==> config.mk <==
export PLATFORM = sky130hd
export DESIGN_NAME = pe_cell_apb_regbank_flat
export DESIGN_NICKNAME = d
export VERILOG_FILES = /design/src/rtl/pe_cell_apb_regbank_if.sv /design/src/rtl/pe_cell_apb_regbank.sv /design/src/flat_wrapper.sv
export SDC_FILE = /design/constraint.sdc
export NUM_CORES = 1
export LEC_CHECK = 0
export CAP_MARGIN = 0
export CORE_UTILIZATION = 53
export CTS_BUF_LIST = sky130_fd_sc_hd__clkbuf_4 sky130_fd_sc_hd__clkbuf_8 sky130_fd_sc_hd__clkbuf_16
export CTS_CLUSTER_SIZE = 30
export DETAILED_ROUTE_END_ITERATION = 12
export PLACE_DENSITY = 0.91
export SLEW_MARGIN = 20
export SYNTH_ARGS = -nofsm -noshare
export SYNTH_HDL_FRONTEND = slang
export SYNTH_SLANG_ARGS = --single-unit
export TNS_END_PERCENT = 20
==> constraint.sdc <==
create_clock -name clk -period 3.5 [get_ports clk]
set_clock_uncertainty 0.05 [all_clocks]
set_input_delay 0.875 -clock clk [delete_from_list [all_inputs] [get_ports clk]]
set_output_delay 0.875 -clock clk [all_outputs]
set_load 0.01 [all_outputs]
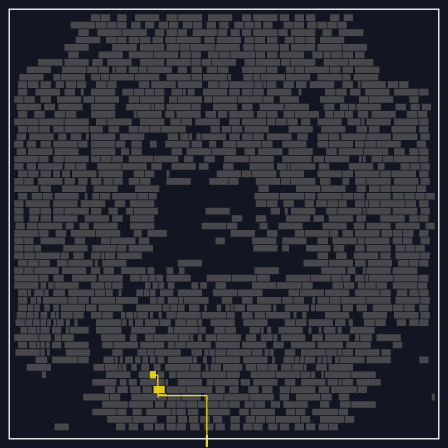
io_fan.png
Yellow shows `pe_busy`, direction input, edge bottom, end cells 2, buffers 1, wire 47.2 µm.
port bufs: 216
Top Ports: 218

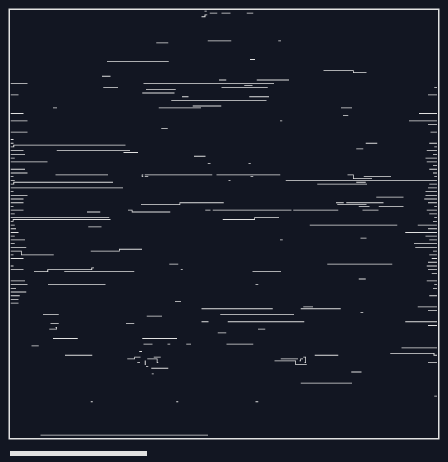
layer_met3.png
Scale bar: 50 µm.
The layer carries 1650 µm of wire. 169 nets have wire on it. The layer holds 5.3% of the routed length.
Routed WL: 31100 µm
met3 usage: 3.93%
DR vias: 8183

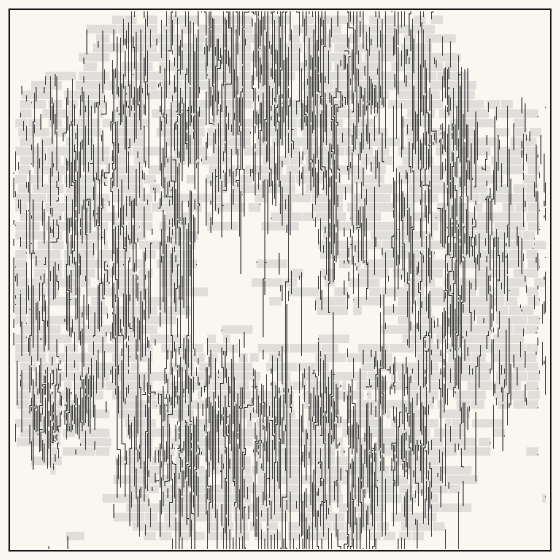
layer_met2.png
The layer carries 15900 µm of wire. The longest straight run is 55.9 µm. The layer holds 51% of the routed length. The wires run mostly vertical. 1062 nets have wire on it.
met2 Track Usage GR: 45.2%

==> reports/results.tsv <==
metric	value	unit
drt_iter0_drc	525	
clock_power	0.00334	W
compound_area_share	6.67	%
grt_overflow	0	
antenna_found_initial	1	
place_ws	34.4	ps
wl_met1	12600	µm
yosys_warnings	0	
cp-start-kind	input pin	
top_layer	met4	
mux_share	24.7	%
synthTopCellsByCount	dfrtp_1, mux2_2, nor2_1	
finalSetupTns	0	ps
cts.path.max_buffers	3	
netlist_instances	850	
power_leader	registers	
ys_seq_share	62.7	%
slowest_stage	clkdlybuf4s50_1	
synthSimpleGateAreaFrac	3.46	%
row_count	56	
die_h	156	µm
place.gp.congestion	0.839	
ys_cells	850	
fin_crit_sh	94.5	%
grt_max_degree	98	
path_buffers	2	
finalInstanceArea	16400	µm²
cp_top_family	buffers and inverters	
pwr-share-comb	7.8	%
ys.flops	316	
post_drt_wl_per_cell	21.9	µm
r2r_slack	710	ps
avgViaCountPerCell	5.75	
edf_count	0	
cellInternalPower	0.00597	W
layout_top_cells	dfrtp_1, mux2_2, clkdlybuf4s50_1	
clock_power_share	42.9	%
powerComb	0.000605	W
switching_power	0.00181	W
crit_fanout	6	
layout_top_cell	dfrtp_1	
cts_setup_buffers	0	
path_clk_slew	60	ps
cp.arrival	2380	ps
tightest_slew	702	ps
fa_ha_area_share	0.396	%
ir_drop	0.000506	V
gr-usage-all-layers	25.9	%
syn_nets	900	
warnings	28	
yosys_area	12600	µm²
drtAntennaViolNets	0	
slowest_delay	600	ps
drv_cap	0	
syn_area	12600	µm²
cts_buffers	31	
dpl_cell_area	15400	µm²
layout_min_cycle_time	3310	ps
core-area	23500	µm²
synth.most_common_cell	dfrtp_1	
async_reset_ff_share	100	%
fmax	302	MHz
rr_worst_depth	8	
synthTopLogicFamily	multiplexers	
final_cell_count_no_fill	1422	
swShare	23.3	%
cts_tree	yes	
busiest_layer	met2	
first_global_vias	8686	
powerSeq	0.00384	W
place_hpwl	20000	µm
wl_met3	1650	µm
path_depth	4	
relSlewSlack	52.8	%
worst_setup_path_end_kind	primary output	
seqPwrFrac	49.3	%
rsz0062_at_grt	false	
status	finished, final reports clean	
top_area_share	59.7	%
ctsHoldBuffers	0	
xor_area_share	0	%
dr.pass1.iters	8	
setup_slack	192	ps
area_growth	29.7	%
drc	0	
worstSetupPathType	input pin to primary output	
initial_core_util	53.9	%
cp.required	2570	ps
finalSetupViolCount	0	
cts_resized	0	
finalMaxSlewViolations	0	
die_x	156	µm
post-place-cells	1364	
p_leak	7.74	nW
clock_sink_count	316	
final_nets	1128	
critPathMostFrequentCell	clkdlybuf4s50_1	
top_area_cell	dfrtp_1	
use_met1	33.0	%
drive_gt1_share	35.5	%
min_path_type	input pin to asynchronous set/reset pin	
ys_top_cells_by_area	dfrtp_1, mux2_2, dfstp_2	
htreeDepth	1	
clock_latency	560	ps
syn_avg_cell_area	14.9	µm²
flop_cell	dfrtp_1	
finalHoldViolCount	0	
dieArea	24500	µm²
grt_pass1_wl	48500	µm
synth_cell_types	51	
crit_chain	clkdlybuf4s50_1 -> nand2_1 -> nor3_1 -> clkdlybuf4s50_1	
cts_root_buf	clkbuf_16	
route.met2.wl	15900	µm
power.density	475	nW/µm²
[per-stage QoR]
step | hold slack, ps | total power, W | utilization [%]
after floorplan | 417 | 0.00419 | -
after global placement | 421 | 0.00447 | 65.4
after detailed placement | 441 | 0.00449 | 65.4
after CTS | 195 | 0.00782 | 69.9
after global routing | 212 | 0.00803 | 69.9
final | 186 | 0.00778 | 69.9
[cell type report]
type / instances / area (µm²)
Inverter: 6 / 22.5
Multi-Input combinational cell: 475 / 4480
Timing Repair Buffer: 248 / 2530
Clock buffer: 50 / 975
Fill cell: 1545 / 7070
Clock inverter: 7 / 68.8
Sequential cell: 316 / 7930
Antenna cell: 1 / 2.50
Tap cell: 319 / 399
Power figures rest on the tool's default switching activity, not on a simulated workload.
